===== src/rtl/pic_pkg.sv =====
`default_nettype none
// ============================================================================
// Module   : pic_pkg
// Purpose  : Shared types and constants for the PIC host-side sequencer:
//            FSM state encoding, command byte constants, A0 encodings and
//            the write-byte selector used to walk the ICW/OCW1 sequence.
// Revision : 1.0  initial release
// ============================================================================
package pic_pkg;

  typedef enum logic [2:0] {
    IDLE     = 3'd0,
    W_SETUP  = 3'd1,
    W_STROBE = 3'd2,
    W_HOLD   = 3'd3,
    A_PULSE1 = 3'd4,
    A_GAP    = 3'd5,
    A_PULSE2 = 3'd6,
    A_DONE   = 3'd7
  } pic_state_t;

  localparam logic [7:0] OCW2_NS_EOI   = 8'h20;
  localparam int         ICW1_SNGL_BIT = 1;
  localparam int         ICW1_IC4_BIT  = 0;

  localparam logic A0_CMD  = 1'b0;
  localparam logic A0_DATA = 1'b1;

  // Which byte the current write cycle carries
  localparam logic [2:0] SEL_ICW1 = 3'd0;
  localparam logic [2:0] SEL_ICW2 = 3'd1;
  localparam logic [2:0] SEL_ICW3 = 3'd2;
  localparam logic [2:0] SEL_ICW4 = 3'd3;
  localparam logic [2:0] SEL_OCW1 = 3'd4;
  localparam logic [2:0] SEL_EOI  = 3'd5;

  // Next init byte after 'cur'; ICW3 only in cascade mode, ICW4 only when IC4 is set
  function automatic logic [2:0] next_init_sel(input logic [2:0] cur, input logic [7:0] icw1);
    logic [2:0] nxt;
    nxt = SEL_OCW1;
    case (cur)
      SEL_ICW1: nxt = SEL_ICW2;
      SEL_ICW2: begin
        if (!icw1[ICW1_SNGL_BIT])     nxt = SEL_ICW3;
        else if (icw1[ICW1_IC4_BIT])  nxt = SEL_ICW4;
        else                          nxt = SEL_OCW1;
      end
      SEL_ICW3: nxt = icw1[ICW1_IC4_BIT] ? SEL_ICW4 : SEL_OCW1;
      default:  nxt = SEL_OCW1;
    endcase
    return nxt;
  endfunction

endpackage
`default_nettype wire


===== src/rtl/pic_strobe_timer.sv =====
`default_nettype none
// ============================================================================
// Module   : pic_strobe_timer
// Purpose  : Loadable down-counter timing strobe and gap phases. Loading N
//            makes 'done' high on the Nth clock after the load edge.
// Revision : 1.0  initial release
// ============================================================================
module pic_strobe_timer #(
  parameter int WIDTH = 8
) (
  input  logic             clk,
  input  logic             reset_n,
  input  logic             load,
  input  logic [WIDTH-1:0] load_val,
  output logic             done
);

  logic [WIDTH-1:0] r_cnt;

  // Count down from the loaded value, resting at zero
  always_ff @(posedge clk) begin
    if (!reset_n)            r_cnt <= '0;
    else if (load)           r_cnt <= load_val;
    else if (r_cnt != '0)    r_cnt <= r_cnt - 1'b1;
  end

  assign done = (r_cnt == WIDTH'(1));

endmodule
`default_nettype wire


===== src/rtl/pic_host_sequencer.sv =====
`default_nettype none
// ============================================================================
// Module   : pic_host_sequencer
// Purpose  : Host bus master for an 8259A-style PIC: ICW/OCW1 init writes,
//            non-specific EOI writes and two-pulse INTA vector capture with a
//            valid/ready vector handshake.
// Options  : PIC_HOST_AUTO_EOI_EN - vector acceptance queues an automatic EOI.
// Revision : 1.0  initial release
// ============================================================================
module pic_host_sequencer
  import pic_pkg::*;
#(
  parameter int         STROBE_CYCLES = 2,
  parameter int         GAP_CYCLES    = 2,
  parameter logic [7:0] ICW1_VAL      = 8'h13,
  parameter logic [7:0] ICW2_VAL      = 8'h20,
  parameter logic [7:0] ICW3_VAL      = 8'h00,
  parameter logic [7:0] ICW4_VAL      = 8'h01
) (
  input  logic       clk,
  input  logic       reset_n,
  input  logic       init_start,
  input  logic [7:0] imr_mask,
  output logic       init_busy,
  output logic       init_done,
  input  logic       eoi_req,
  output logic       vec_valid,
  input  logic       vec_ready,
  output logic [7:0] vec_data,
  input  logic       INT,
  output logic       CS,
  output logic       WR,
  output logic       RD,
  output logic       A0,
  output logic       INTA,
  output logic [7:0] input_data_bus,
  input  logic [7:0] output_data_bus
);

  pic_state_t r_state, w_next_state;
  logic [2:0] r_sel, w_next_sel;
  logic       r_init_pend, r_init_busy, r_init_done, r_eoi_pend;
  logic [7:0] r_mask;
  logic       r_vec_valid;
  logic [7:0] r_vec_data;

  logic       w_tmr_done, w_tmr_load;
  logic [7:0] w_tmr_val;
  logic       w_sel_a0;
  logic [7:0] w_sel_data;
  logic       w_auto_eoi;

  // A fresh init_start is taken in the same clock so IDLE can start ICW1 at once
  wire w_init_accept = init_start & ~r_init_busy;
  wire w_init_any    = r_init_pend | w_init_accept;
  wire w_eoi_any     = (r_eoi_pend | eoi_req) & r_init_done;
  wire w_in_idle     = (r_state == IDLE);
  wire w_init_go     = w_in_idle & w_init_any;
  wire w_eoi_go      = w_in_idle & ~w_init_any & w_eoi_any;
  wire w_ack_go      = w_in_idle & ~w_init_any & ~w_eoi_any & INT & r_init_done & ~r_vec_valid;
  wire w_init_finish = (r_state == W_HOLD) && (r_sel == SEL_OCW1);
  wire w_vec_accept  = r_vec_valid & vec_ready;

`ifdef PIC_HOST_AUTO_EOI_EN
  assign w_auto_eoi = w_vec_accept;
`else
  assign w_auto_eoi = 1'b0;
`endif

  // Reload the timer on entry to every timed phase
  assign w_tmr_load = (w_next_state != r_state) &&
                      (w_next_state == W_STROBE || w_next_state == A_PULSE1 ||
                       w_next_state == A_GAP    || w_next_state == A_PULSE2);
  assign w_tmr_val  = (w_next_state == A_GAP) ? 8'(GAP_CYCLES) : 8'(STROBE_CYCLES);

  pic_strobe_timer #(.WIDTH(8)) u_timer (
    .clk      (clk),
    .reset_n  (reset_n),
    .load     (w_tmr_load),
    .load_val (w_tmr_val),
    .done     (w_tmr_done)
  );

  // State register and byte selector
  always_ff @(posedge clk) begin
    if (!reset_n) begin
      r_state <= IDLE;
      r_sel   <= SEL_ICW1;
    end else begin
      r_state <= w_next_state;
      r_sel   <= w_next_sel;
    end
  end

  // Next-state logic with IDLE arbitration: init > EOI > acknowledge
  always_comb begin
    w_next_state = r_state;
    w_next_sel   = r_sel;
    case (r_state)
      IDLE: begin
        if (w_init_go) begin
          w_next_state = W_SETUP;
          w_next_sel   = SEL_ICW1;
        end else if (w_eoi_go) begin
          w_next_state = W_SETUP;
          w_next_sel   = SEL_EOI;
        end else if (w_ack_go) begin
          w_next_state = A_PULSE1;
        end
      end
      W_SETUP:  w_next_state = W_STROBE;
      W_STROBE: if (w_tmr_done) w_next_state = W_HOLD;
      W_HOLD: begin
        // Init bytes chain back-to-back; OCW1 and EOI return to IDLE
        if (r_sel < SEL_OCW1) begin
          w_next_state = W_SETUP;
          w_next_sel   = next_init_sel(r_sel, ICW1_VAL);
        end else begin
          w_next_state = IDLE;
        end
      end
      A_PULSE1: if (w_tmr_done) w_next_state = A_GAP;
      A_GAP:    if (w_tmr_done) w_next_state = A_PULSE2;
      A_PULSE2: if (w_tmr_done) w_next_state = A_DONE;
      A_DONE:   w_next_state = IDLE;
      default:  w_next_state = IDLE;
    endcase
  end

  // Decode the register select and data byte for the current write
  always_comb begin
    w_sel_a0   = A0_DATA;
    w_sel_data = 8'h00;
    case (r_sel)
      SEL_ICW1: begin w_sel_a0 = A0_CMD;  w_sel_data = ICW1_VAL;    end
      SEL_ICW2: begin w_sel_a0 = A0_DATA; w_sel_data = ICW2_VAL;    end
      SEL_ICW3: begin w_sel_a0 = A0_DATA; w_sel_data = ICW3_VAL;    end
      SEL_ICW4: begin w_sel_a0 = A0_DATA; w_sel_data = ICW4_VAL;    end
      SEL_OCW1: begin w_sel_a0 = A0_DATA; w_sel_data = r_mask;      end
      SEL_EOI:  begin w_sel_a0 = A0_CMD;  w_sel_data = OCW2_NS_EOI; end
      default:  begin w_sel_a0 = A0_DATA; w_sel_data = 8'h00;       end
    endcase
  end

  // Bus pin outputs decoded from the current state
  always_comb begin
    CS             = 1'b1;
    WR             = 1'b1;
    RD             = 1'b1;
    A0             = A0_CMD;
    INTA           = 1'b1;
    input_data_bus = 8'h00;
    case (r_state)
      W_SETUP, W_HOLD: begin
        CS             = 1'b0;
        A0             = w_sel_a0;
        input_data_bus = w_sel_data;
      end
      W_STROBE: begin
        CS             = 1'b0;
        WR             = 1'b0;
        A0             = w_sel_a0;
        input_data_bus = w_sel_data;
      end
      A_PULSE1, A_PULSE2: INTA = 1'b0;
      default: ;
    endcase
  end

  // Init/EOI bookkeeping flags and the captured vector
  always_ff @(posedge clk) begin
    if (!reset_n) begin
      r_init_pend <= 1'b0;
      r_init_busy <= 1'b0;
      r_init_done <= 1'b0;
      r_eoi_pend  <= 1'b0;
      r_mask      <= 8'h00;
      r_vec_valid <= 1'b0;
      r_vec_data  <= 8'h00;
    end else begin
      if (w_init_accept) begin
        r_mask      <= imr_mask;
        r_init_busy <= 1'b1;
        r_init_done <= 1'b0;
      end else if (w_init_finish) begin
        r_init_busy <= 1'b0;
        r_init_done <= 1'b1;
      end
      r_init_pend <= w_init_any & ~w_init_go;

      // EOI requests before init completes are dropped; repeats merge while pending
      if (!r_init_done || w_eoi_go)   r_eoi_pend <= 1'b0;
      else if (eoi_req || w_auto_eoi) r_eoi_pend <= 1'b1;

      if (r_state == A_PULSE2 && w_tmr_done) r_vec_data <= output_data_bus;
      if (r_state == A_DONE)                 r_vec_valid <= 1'b1;
      else if (w_vec_accept)                 r_vec_valid <= 1'b0;
    end
  end

  assign init_busy = r_init_busy;
  assign init_done = r_init_done;
  assign vec_valid = r_vec_valid;
  assign vec_data  = r_vec_data;

endmodule
`default_nettype wire

===== config.mk =====
export PLATFORM = sky130hd
export DESIGN_NAME = pic_host_sequencer
export DESIGN_NICKNAME = d
export VERILOG_FILES = /design/src/rtl/pic_pkg.sv /design/src/rtl/pic_strobe_timer.sv /design/src/rtl/pic_host_sequencer.sv
export SDC_FILE = /design/constraint.sdc
export NUM_CORES = 1
export LEC_CHECK = 0
export ABC_CLOCK_PERIOD_IN_PS = 4180
export CAP_MARGIN = 10
export CORE_AREA = 3 3 68 70
export DETAILED_ROUTE_END_ITERATION = 8
export DIE_AREA = 0 0 71 73
export PLACE_DENSITY_LB_ADDON = 0.25
export SLEW_MARGIN = 10
export SYNTH_ARGS = -nofsm -noshare
export SYNTH_HDL_FRONTEND = slang
export SYNTH_SLANG_ARGS = --single-unit

===== constraint.sdc =====
create_clock -name clk -period 4.18 [get_ports clk]
set_input_delay 0.418 -clock clk [delete_from_list [all_inputs] [get_ports clk]]
set_output_delay 0.418 -clock clk [all_outputs]
set_load 0.01 [all_outputs]

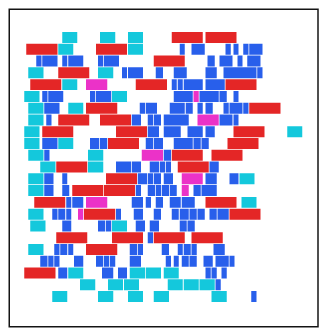
Fig. 1. Placement by cell class (run 1).
other buffers and delay cells -> cyan  # cells 44, share of their area 21%
clock drivers and dummy loads -> magenta  # cells 8, share of their area 3.8%
flip-flops -> red  # cells 35, share of their area 33%
all other logic -> blue  # cells 149, share of their area 42%
core outline area: 0.004029 mm²
Final Cell Area: 0.002183 mm²
sequential share of cell area: 32.09%
final core utilization: 54.19%
Row Count: 23

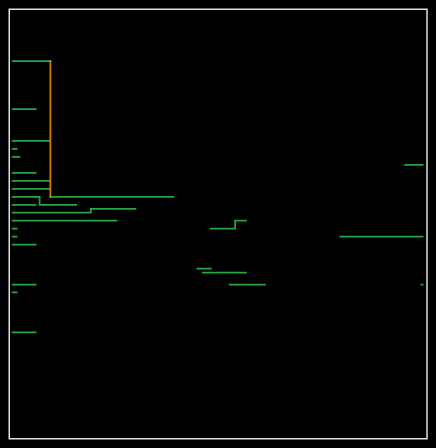
Fig. 2. Wiring by layer (run 1).
Only two layers are drawn.
met3 -> green  # wire length 165 µm
met4 -> orange  # wire length 23.1 µm
total number of vias: 1,425
WL final: 3553 µm
Routed WL per cell: 12.42 µm
Total GRT Usage: 14.29%

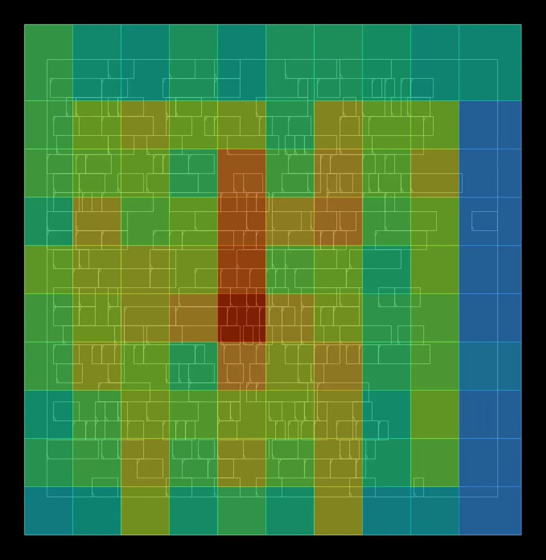
Fig. 3. Track usage over the die (run 1).
GRT busiest layer: met2
met1 Track Usage GR: 19.05%
grt met3 use: 5.510%
GR Layer Usage met2: 21.11%

==> flow_metrics.tcl, run 1 <==
# metrics dict for downstream scripts
set metrics [dict create \
    powerClk_w 0.000234 \
    dp_hpwl_um 2502 \
    clk_latency_ns 0.28 \
    edf_count 0 \
    crit_end "input_data_bus[6]" \
    routed-wl-met3_um 165 \
    fmax_mhz 397.1 \
    syn-num-nets 220 \
    fin_ws_ns 1.662 \
    peakVddDrop_mv 0.2417 \
    regToRegSetupSlack_ns 2.34 \
    clk_share_pct 3.725 \
    antenna_found_initial 0 \
    ys_sh_aoi_pct 15.20 \
    pwr_density_cell_mw_per_mm2 471.8 \
    cp_slowest_cell "clkdlybuf4s50_1" \
    min-delay-start "r_mask[7]" \
    grt_max_degree 24 \
    synth_cells 195 \
    p_leak_nw 0.8951 \
    synth-simple-area-share_pct 26.11 \
    synth-seq-cells 35 \
    comb-cell-share_pct 40.29 \
    cp_cell_sequence "nor3_1 > nor2b_1 > and3_1 > clkdlybuf4s50_1" \
    swShare_pct 34.49 \
    fp_util_pct 41.27 \
    status "completed" \
    finalSetupTns_ns 0 \
]
Fig. 4: run 1, clock wires, drivers and flops
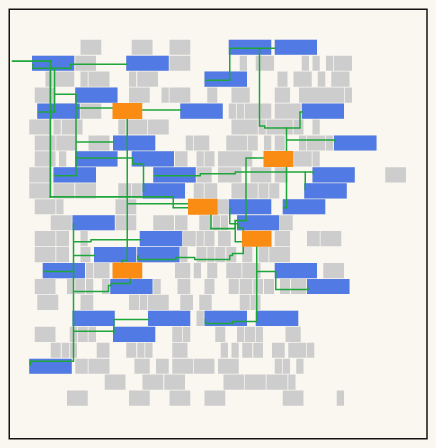

--- run 2 (diff from run 1) ---
- ABC_CLOCK_PERIOD_IN_PS: 4180 -> 2580
- clock period: 4.18 -> 2.58 ns (I/O delays scaled with it)
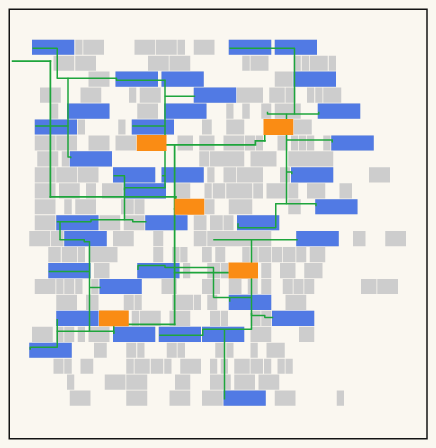
Fig. 5. Clock wires, drivers and flops (run 2).
flip-flops -> blue  # count 35
cells driving clock nets -> orange  # count 5
clock wires -> green  # length 466 µm
routed clock nets = 6
Final Skew: 0.006084 ns
power share of the clock group: 28.2%
Late-Pin Clk Latency: 0.29 ns
clk pwr: 0.000516 W

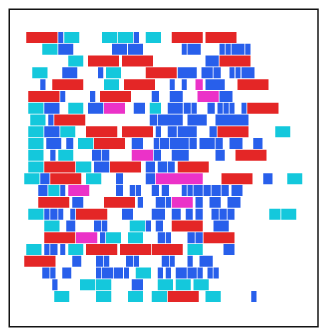
Fig. 6. Placement by cell class (run 2).
clock drivers and dummy loads -> magenta  # cells 8, share of their area 5.4%
other buffers and delay cells -> cyan  # cells 47, share of their area 21%
flip-flops -> red  # cells 35, share of their area 32%
all other logic -> blue  # cells 149, share of their area 41%
sequential share of cell area: 31.22%
final core utilization: 55.71%
Final Cell Area: 0.002245 mm²

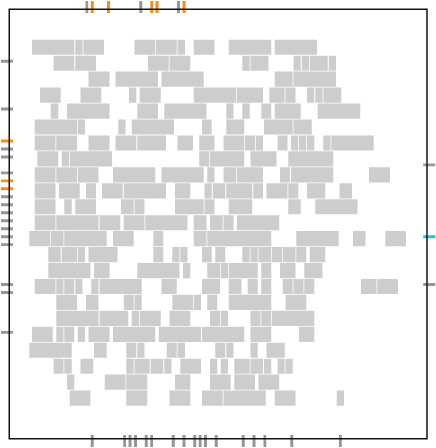
Fig. 7. Pin placement (run 2).
Pins as bars across the die edge, other pins in gray.
`vec_data` -> orange  # pins 8, direction output, edge 5 top, 3 left
`INTA` -> cyan  # pins 1, direction output, edge right
all pins by edge = 18 left, 17 bottom, 8 top, 3 right
number of I/O port buffers: 44
chip width: 71 µm
Die Span Y: 73 µm

==> run 2 against run 1 <==
- wire length grew 6.4%
- via count increased by 2.8%
- core utilization is 1.5 points higher
- total power up 77%
- critical path depth unchanged
- clock skew increased by 0.0031 ns
- worst hold slack gained 0.00055 ns
- final cell count increased by 1.0%
- sequential power increased by 63%
==> flow_metrics.tcl, run 2 <==
# metrics dict for downstream scripts
set metrics [dict create \
    fmax_mhz 431.1 \
    edf_count 0 \
    clk_share_pct 5.240 \
    grt_util_met1_pct 19.09 \
    fp_util_pct 41.27 \
    grt_use_total_pct 15.64 \
    swShare_pct 32.99 \
    p_leak_nw 0.9303 \
    cp_cell_sequence "nor2_1 > or2_2 > nor3_1 > clkdlybuf4s50_1" \
    dp_hpwl_um 2666 \
    min-delay-start "r_mask[7]" \
    syn-num-nets 220 \
    vias 1465 \
    synth-seq-cells 35 \
    status "completed" \
    num_rows 23 \
    drt-total-wl_um 3781 \
    comb-cell-share_pct 39.30 \
    grt-busiest-layer "met2" \
    crit_end "input_data_bus[5]" \
    cp_slowest_cell "clkdlybuf4s50_1" \
    regToRegSetupSlack_ns 0.73 \
    ctsRootBufferMaster "clkbuf_8" \
    wire_per_inst_um 13.08 \
    finalSetupTns_ns 0 \
    routed-wl-met3_um 243 \
    pwr_density_cell_mw_per_mm2 813.2 \
    path_clk_slew_ns 0.07 \
    ys_sh_aoi_pct 15.20 \
    core_mm2 0.004029 \
    n_all_inverters 5 \
    antenna_found_initial 0 \
]
Power is estimated from default activity; no workload was simulated.
